### src/rtl/nand_op_scheduler.sv
`default_nettype none
// ============================================================================
//  Module      : nand_op_scheduler
//  Description : Drives one shared, external, combinational WIDTH-bit NAND
//                through a fixed multi-pass schedule, one pass per clock, to
//                evaluate NAND, NOT, AND, OR, NOR, XOR or XNOR between a
//                start/done requester and the NAND instance.
//                Optional macro NAND_PASS_CNT_EN adds a saturating 16-bit
//                count of captured NAND passes on output pass_cnt.
//  Revision    : 1.0  initial release
// ============================================================================
module nand_op_scheduler #(
  parameter int WIDTH = 1
) (
  input  logic             clk,
  input  logic             rst_n,
  input  logic             start,
  input  logic [2:0]       op,
  input  logic [WIDTH-1:0] a,
  input  logic [WIDTH-1:0] b,
  output logic             busy,
  output logic             done,
  output logic             err,
  output logic [WIDTH-1:0] y,
  output logic [WIDTH-1:0] nand_x,
  output logic [WIDTH-1:0] nand_y,
  input  logic [WIDTH-1:0] nand_z
`ifdef NAND_PASS_CNT_EN
  ,
  output logic [15:0]      pass_cnt
`endif
);

  localparam logic [2:0] c_OP_NAND = 3'd0;
  localparam logic [2:0] c_OP_NOT  = 3'd1;
  localparam logic [2:0] c_OP_AND  = 3'd2;
  localparam logic [2:0] c_OP_OR   = 3'd3;
  localparam logic [2:0] c_OP_NOR  = 3'd4;
  localparam logic [2:0] c_OP_XOR  = 3'd5;
  localparam logic [2:0] c_OP_XNOR = 3'd6;

  typedef enum logic [0:0] {S_IDLE = 1'b0, S_EXEC = 1'b1} state_t;
  typedef enum logic [1:0] {D_T1 = 2'd0, D_T2 = 2'd1, D_T3 = 2'd2, D_Y = 2'd3} dest_t;

  state_t           state_q, state_d;
  logic [2:0]       pass_q, pass_d;
  logic [2:0]       op_q;
  logic [WIDTH-1:0] a_q, b_q;
  logic [WIDTH-1:0] t1_q, t2_q, t3_q;
  logic [WIDTH-1:0] y_q;
  logic             done_q, err_q;

  logic [WIDTH-1:0] w_x, w_y;
  dest_t            w_dest;
  logic             w_last;
  logic             w_reserved;
  logic             w_accept;
  logic             w_capture;

  assign busy      = (state_q == S_EXEC);
  assign done      = done_q;
  assign err       = err_q;
  assign y         = y_q;
  assign w_accept  = (state_q == S_IDLE) && start;
  assign w_capture = busy && !w_reserved;

  // Shared NAND is held at zero whenever no operation is running.
  assign nand_x = busy ? w_x : '0;
  assign nand_y = busy ? w_y : '0;

  // Pass schedule: NAND operands, destination of the result, and last-pass flag.
  always_comb begin
    w_x        = '0;
    w_y        = '0;
    w_dest     = D_Y;
    w_last     = 1'b0;
    w_reserved = 1'b0;
    case (op_q)
      c_OP_NAND: begin
        w_x = a_q; w_y = b_q; w_last = 1'b1;
      end
      c_OP_NOT: begin
        w_x = a_q; w_y = a_q; w_last = 1'b1;
      end
      c_OP_AND: begin
        if (pass_q == 3'd1) begin
          w_x = a_q; w_y = b_q; w_dest = D_T1;
        end else begin
          w_x = t1_q; w_y = t1_q; w_last = 1'b1;
        end
      end
      c_OP_OR, c_OP_NOR: begin
        case (pass_q)
          3'd1: begin w_x = a_q; w_y = a_q; w_dest = D_T1; end
          3'd2: begin w_x = b_q; w_y = b_q; w_dest = D_T2; end
          3'd3: begin
            w_x = t1_q; w_y = t2_q;
            // OR finishes here; NOR keeps the OR result for one inversion.
            if (op_q == c_OP_OR) w_last = 1'b1;
            else                 w_dest = D_T3;
          end
          default: begin w_x = t3_q; w_y = t3_q; w_last = 1'b1; end
        endcase
      end
      c_OP_XOR, c_OP_XNOR: begin
        case (pass_q)
          3'd1: begin w_x = a_q; w_y = b_q;  w_dest = D_T1; end
          3'd2: begin w_x = a_q; w_y = t1_q; w_dest = D_T2; end
          3'd3: begin w_x = b_q; w_y = t1_q; w_dest = D_T3; end
          3'd4: begin
            w_x = t2_q; w_y = t3_q;
            // XNOR parks the XOR result in t1 and inverts it on pass 5.
            if (op_q == c_OP_XOR) w_last = 1'b1;
            else                  w_dest = D_T1;
          end
          default: begin w_x = t1_q; w_y = t1_q; w_last = 1'b1; end
        endcase
      end
      default: begin
        // Reserved op: no NAND pass, finishes on the first edge with err.
        w_reserved = 1'b1;
        w_last     = 1'b1;
      end
    endcase
  end

  // FSM state and pass-index register.
  always_ff @(posedge clk or negedge rst_n) begin
    if (!rst_n) begin
      state_q <= S_IDLE;
      pass_q  <= 3'd0;
    end else begin
      state_q <= state_d;
      pass_q  <= pass_d;
    end
  end

  // FSM next state: accept from idle, step passes, return to idle on the last one.
  always_comb begin
    state_d = state_q;
    pass_d  = pass_q;
    case (state_q)
      S_IDLE: begin
        if (start) begin
          state_d = S_EXEC;
          pass_d  = 3'd1;
        end
      end
      default: begin
        if (w_last) begin
          state_d = S_IDLE;
          pass_d  = 3'd0;
        end else begin
          pass_d  = pass_q + 3'd1;
        end
      end
    endcase
  end

  // Datapath: latch request on accept, capture nand_z each pass, flag completion.
  always_ff @(posedge clk or negedge rst_n) begin
    if (!rst_n) begin
      op_q   <= 3'd0;
      a_q    <= '0;
      b_q    <= '0;
      t1_q   <= '0;
      t2_q   <= '0;
      t3_q   <= '0;
      y_q    <= '0;
      done_q <= 1'b0;
      err_q  <= 1'b0;
    end else begin
      done_q <= 1'b0;
      if (w_accept) begin
        op_q  <= op;
        a_q   <= a;
        b_q   <= b;
        err_q <= 1'b0;
      end
      if (busy) begin
        if (w_reserved) begin
          y_q    <= '0;
          err_q  <= 1'b1;
          done_q <= 1'b1;
        end else begin
          case (w_dest)
            D_T1:    t1_q <= nand_z;
            D_T2:    t2_q <= nand_z;
            D_T3:    t3_q <= nand_z;
            default: y_q  <= nand_z;
          endcase
          if (w_last) done_q <= 1'b1;
        end
      end
    end
  end

`ifdef NAND_PASS_CNT_EN
  logic [15:0] pass_cnt_q;

  // Saturating count of edges that captured a NAND pass.
  always_ff @(posedge clk or negedge rst_n) begin
    if (!rst_n) begin
      pass_cnt_q <= 16'd0;
    end else if (w_capture && (pass_cnt_q != 16'hFFFF)) begin
      pass_cnt_q <= pass_cnt_q + 16'd1;
    end
  end

  assign pass_cnt = pass_cnt_q;
`else
  logic w_capture_unused;
  assign w_capture_unused = w_capture;
`endif

endmodule
`default_nettype wire
### config.mk
export PLATFORM = sky130hd
export DESIGN_NAME = nand_op_scheduler
export DESIGN_NICKNAME = d
export VERILOG_FILES = /design/src/rtl/nand_op_scheduler.sv
export SDC_FILE = /design/constraint.sdc
export NUM_CORES = 1
export LEC_CHECK = 0
export CAP_MARGIN = 20
export CELL_PAD_IN_SITES_DETAIL_PLACEMENT = 2
export CELL_PAD_IN_SITES_GLOBAL_PLACEMENT = 2
export CORE_UTILIZATION = 31
export CTS_BUF_LIST = sky130_fd_sc_hd__clkbuf_4 sky130_fd_sc_hd__clkbuf_8
export CTS_CLUSTER_DIAMETER = 80
export CTS_CLUSTER_SIZE = 16
export DETAILED_ROUTE_END_ITERATION = 8
export PLACE_DENSITY = 0.88
export SYNTH_ARGS = -nofsm -noshare
export SYNTH_HDL_FRONTEND = slang
export SYNTH_SLANG_ARGS = --single-unit
export TNS_END_PERCENT = 5
### constraint.sdc
create_clock -name clk -period 2.1 [get_ports clk]
set_input_delay 0.21 -clock clk [delete_from_list [all_inputs] [get_ports clk]]
set_output_delay 0.21 -clock clk [all_outputs]
set_load 0.005 [all_outputs]
Figure 1. Floorplan with the power grid (run 1).
(6 px per µm) Pins as bars on the die edge. Tap cells in gray.
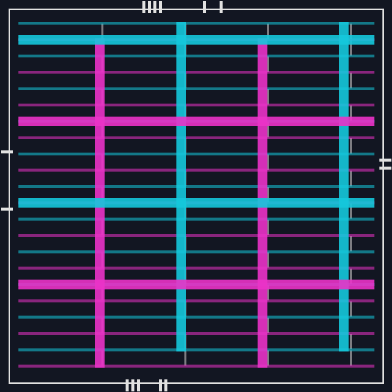
Magenta shows VSS. Cyan shows VDD.
22 met1 rails follow the rows. 15 signal pins sit on the boundary. The core has 21 rows. 4 straps on met5.
Core Area: 0.00339 mm²
die width: 62.1 µm
die height: 62.1 µm
maximum VDD drop: 579 µV

Figure 2. Cell density map (run 1).
(6 px per µm) 6 x 6 tiles, from white (low) to dark blue (high), 0 to 100% covered.
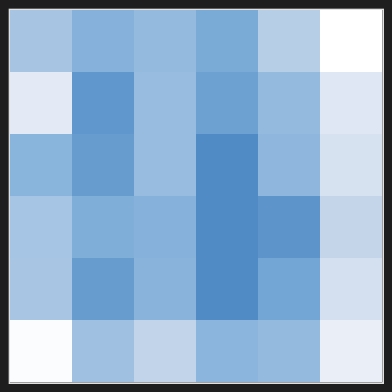
The emptiest ninth of the die: top right. 5.6% of the tiles are nearly empty. The fullest tile reaches 63%.
Initial Utilization: 0.330
fin util: 0.458

Figure 3. Routed metal, one color a layer (run 1).
(8 px per µm)
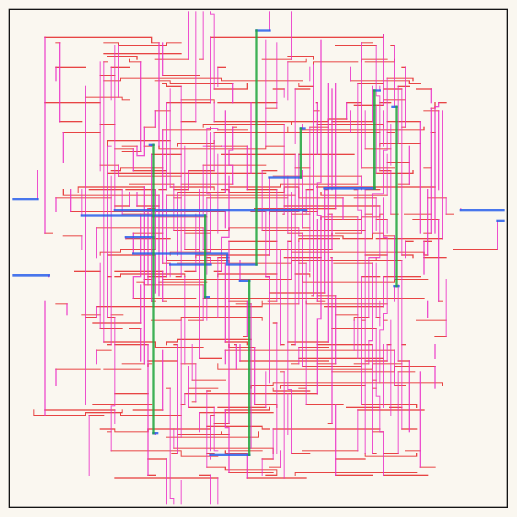
Green shows met4, wire length 138 µm. Blue shows met3, wire length 97.8 µm. Magenta shows met2, wire length 2040 µm. Red shows met1, wire length 1750 µm.
GRT Util Overall: 0.223
wire per inst: 19.9 µm
total wire length: 4020 µm

==> impl_metrics.env, run 1 <==
# flow metrics
export IMPL_hold_buffers=0
export IMPL_via_per_inst=5.46
export IMPL_syn_area_per_cell_um2=9.32
export IMPL_crit_start="pass_q[0]$_DFFE_PN0P_"
export IMPL_syn2layout_area_growth_pct=38.7
export IMPL_mux_area_frac=0.0973
export IMPL_stdcell_count=202
export IMPL_path_buffers=1
export IMPL_run_status="finished, violations left"
export IMPL_cts_setup_buffers=2
export IMPL_dp_worst_setup_slack_ns=-0.425
export IMPL_yosys_stat_area_mm2=0.00112
export IMPL_synth_warnings=0
export IMPL_setup_violations=7
export IMPL_cts_root_buf="clkbuf_4"
export IMPL_drv_slew=0
export IMPL_grt_max_degree=16
export IMPL_power_density_mw_per_mm2=1650
export IMPL_finalWorstSetupSlack_ns=-0.285
export IMPL_violations="negative setup slack"
export IMPL_worst_slew_pin_slew_ns=0.722
export IMPL_antenna_cells=0
export IMPL_layout_drive_gt1_share=0.314
export IMPL_xor_area_frac=0.00783
## run 1: layer usage
layer	vias to the layer above	part of all wire	track usage	wire length, µm
met1	547	0.43	0.277	1750
met2	23	0.51	0.381	2040
met5	-	0	0	0
li1	517	-	-	-
met3	15	0.024	0.0248	97
met4	0	0.034	0.114	138
## run 1: final cells by class
| class | instances | area (µm²) | area share |
|---|---|---|---|
| Clock buffer | 4 | 30.0 | 0.0194 |
| Multi-Input combinational cell | 95 | 757 | 0.488 |
| Tap cell | 46 | 57.6 | 0.0371 |
| Timing Repair Buffer | 37 | 310 | 0.200 |
| Inverter | 5 | 18.8 | 0.0121 |
| Sequential cell | 15 | 378 | 0.244 |
==> run 1 -> run 2 <==
CAP_MARGIN = default   (was 20)
CORE_UTILIZATION = 35   (was 31)
GPL_ROUTABILITY_DRIVEN = 0   (was default)
PLACE_DENSITY = 0.93   (was 0.88)
clock period = 2.6 ns   (was 2.1 ns; I/O delays follow)
Figure 4. Cell density map (run 2).
(6 px per µm) 12 x 12 tiles, from white (low) to dark blue (high), 0 to 100% covered.
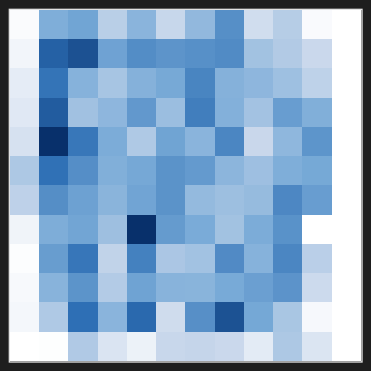
The mean over all tiles is 40%. 4.9% of the tiles are over 75% full. The fullest tile reaches 100%.
Core Area: 0.00305 mm²
fin util: 0.466
Initial Utilization: 0.366

Figure 5. Drive-strength map (run 2).
(6 px per µm)
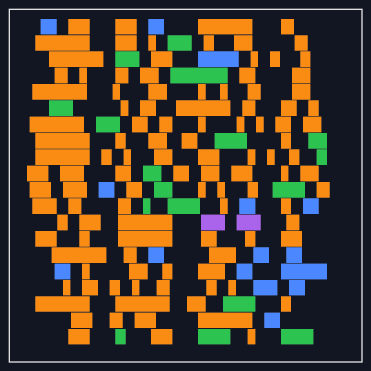
Orange shows drive 1 or less, cells 110, most used dfrtp_1. Green shows drive 2, cells 17. Blue shows drive 3 to 4, cells 15, most used buf_4. Purple shows drive 6 and up, cells 2, most used buf_6.
final instance area: 0.00142 mm²
area delta synth->final: 27.2%
Signal buffers: 25
final worst slack: 0.118 ns

Figure 6. Clock routing (run 2).
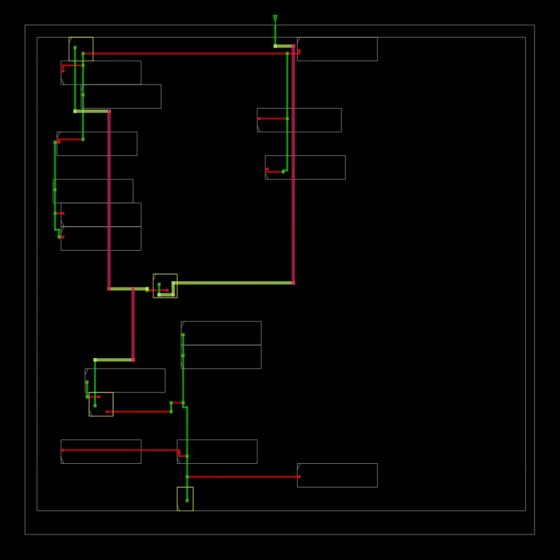
# clk buffers: 3
Late-Pin Clk Latency: 0.30 ns

==> run 2 against run 1 <==
The run now ends clean. Final cell count is 6.9% lower. Setup slack improved by 0.40 ns. Global-route usage rose by 1.9 points. Largest power group unchanged.
==> impl_metrics.env, run 2 <==
# flow metrics
export IMPL_highest_layer="met4"
export IMPL_cts_sinks=15
export IMPL_drv_slew=0
export IMPL_grtUsageTotal=0.243
export IMPL_met2_usage=0.420
export IMPL_wire_per_inst_um=19.8
export IMPL_finalWirelength_um=3720
export IMPL_cts_root_buf="clkbuf_4"
export IMPL_busiest_layer="met2"
export IMPL_place_area_mm2=0.00133
export IMPL_io_pins=15
export IMPL_power_density_mw_per_mm2=1300
export IMPL_setup_violations=0
export IMPL_crit_start="pass_q[1]$_DFFE_PN0P_"
export IMPL_hold_class="primary input to asynchronous set/reset pin"
export IMPL_max_freq_mhz=403
export IMPL_use_met3=0.0330
export IMPL_met3_length_um=72
export IMPL_dp_worst_setup_slack_ns=-0.0116
export IMPL_stdcell_count=188
export IMPL_met2_length_um=1920
export IMPL_dieWidth_um=58.5
export IMPL_layout_drive_gt1_share=0.236
export IMPL_worst_slew_pin_slew_ns=0.709
export IMPL_cp_max_fo=3
export IMPL_run_status="finished, final reports clean"
export IMPL_met1_usage=0.299
export IMPL_path_buffers=2
export IMPL_irDropWorstVdd_uv=506
export IMPL_fp_dieH_um=58.5
export IMPL_syn_area_per_cell_um2=9.32
export IMPL_synth_warnings=0
export IMPL_cp_cell_sequence="buf_6, ha_2, or4_4, o31ai_4, mux2i_1, o22a_1, a21oi_2, buf_2"
export IMPL_yosys_stat_area_mm2=0.00112
export IMPL_globalRouteOverflowTotal=0
export IMPL_antenna_cells=0
export IMPL_crit_family="simple AND/OR/NAND/NOR gates"
export IMPL_grt_max_degree=16
export IMPL_wl_met1_um=1660
export IMPL_via_per_inst=5.61
export IMPL_ff_type="dfrtp_1"
run 2: area by class of cell:
class                      count  area, µm²
inverter                       5       18.8
clock inverter                 1       5.00
clock buffer                   3       22.5
sequential                    15        377
multi-input combinational     95        721
fill                         337       1630
tap                           44       55.1
timing repair buffer          25        224
run 2: cell families after synthesis:
logic type	share of synthesized area
compound gates	0.258
mux	0.0973
simple gates	0.189
fa+ha+maj	0.0671
xor+xnor	0.00783
flops	0.336
buf+inv	0.0447
run 2: timing repair:
item | CTS | global route
hold buffers | 0 | 0
pin swaps | 4 | 1
resized | 17 | 0
endpoints found under the setup margin | 2 | 1
setup buffers | 4 | 1
run 2: where the power goes:
group | internal (W) | switching [W]
registers | 0.000341 | 0.000176
clock network | 0.0000574 | 0.0000803
logic | 0.000550 | 0.000640
==> run 2 -> run 3 <==
CORE_MARGIN = 2   (was default)
GPL_TIMING_DRIVEN = 1   (was default)
Figure 7. Cell density map (run 3).
(6 px per µm) 6 x 6 tiles, from white (low) to dark blue (high), 0 to 100% covered.
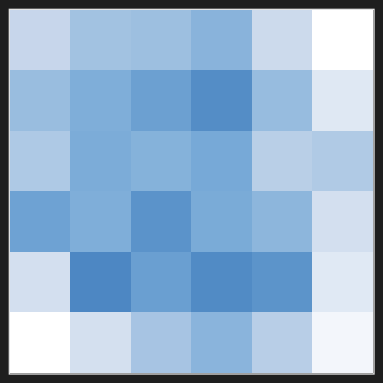
The fullest tile reaches 65%. 5.6% of the tiles are nearly empty. The emptiest ninth of the die: top right. The mean over all tiles is 38%.
fin util: 0.468

Figure 8. Clock routing (run 3).
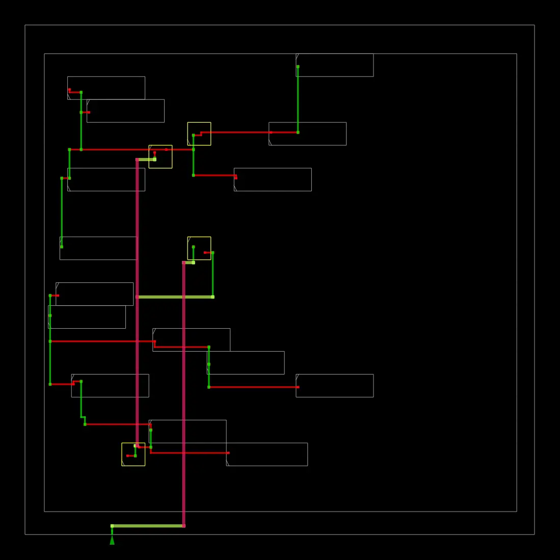
CTS sink cnt: 15
Fin Clk Skew: 0.00316 ns

Figure 9. Routed metal, one color a layer (run 3).
(8 px per µm)
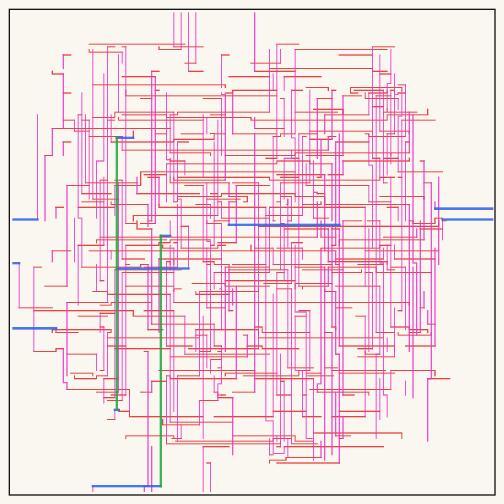
Blue shows met3, wire length 57.0 µm. Green shows met4, wire length 65.3 µm. Red shows met1, wire length 1650 µm. Magenta shows met2, wire length 1980 µm.
wire per inst: 20.0 µm
GRT Util Overall: 0.236

==> run 3 against run 2 <==
Critical path depth stayed put. Sequential power is 2% lower. Combinational power is 4% higher. Worst hold slack better by 0.0044 ns. Highest routed layer unchanged. Non-clock buffer count stayed put. Final area is 0.44% higher. Clock-buffer cell count is 1 higher. Critical path type unchanged. Clock power is about 10% higher. Synthesized area stayed put. Sequential share of layout area is 0.12 points lower. First-iteration DRC count is 31% lower. Die area is 7.0% higher.
==> impl_metrics.env, run 3 <==
# flow metrics
export IMPL_crit_family="simple AND/OR/NAND/NOR gates"
export IMPL_run_status="finished, final reports clean"
export IMPL_met2_usage=0.430
export IMPL_stdcell_count=188
export IMPL_hold_class="primary input to asynchronous set/reset pin"
export IMPL_synth_warnings=0
export IMPL_worst_slew_pin_slew_ns=0.708
export IMPL_fillers=339
export IMPL_fp_utilization=0.366
export IMPL_cp_cell_sequence="buf_4, ha_2, or4_4, o31ai_4, mux2i_1, o22a_1, a21oi_2, clkbuf_2"
export IMPL_max_freq_mhz=400
export IMPL_aoi_share=0.258
export IMPL_synthSimpleGateAreaFrac=0.189
export IMPL_highest_layer="met4"
export IMPL_dp_worst_setup_slack_ns=-0.0219
export IMPL_via_per_inst=5.59
export IMPL_place_area_mm2=0.00133
export IMPL_met2_length_um=1980
export IMPL_path_buffers=2
export IMPL_yosys_stat_area_mm2=0.00112
export IMPL_power_density_mw_per_mm2=1330
export IMPL_cts_setup_buffers=4
export IMPL_cp_max_fo=3
export IMPL_finalWorstSetupSlack_ns=0.102
export IMPL_irDropWorstVdd_uv=496
[run 3: report_power, final]
group,internal [W],switching (W),total [W]
combinational,0.000584,0.000659,0.00124
sequential,0.000341,0.000169,0.000510
clock,0.0000704,0.0000815,0.000152
[run 3: kinds of logic (layout without fill, tap and decap cells)]
family,after synthesis,after routing
AND-OR/OR-AND,38,38
XOR/XNOR,1,1
adder cells (fa/ha/maj),6,6
buffers and inverters,10,34
flip-flops,15,15
multiplexers,10,10
AND/OR/NAND/NOR,40,40
[run 3: layout make-up]
type	count	area, µm²	share of cell area
multi-input combinational	95	724	0.507
sequential	15	377	0.264
timing repair buffer	25	224	0.157
tap	44	55.1	0.0385
clock buffer	4	30.0	0.0210
inverter	5	18.8	0.0131
No activity file was given, so power comes from the tool's default toggle rates.
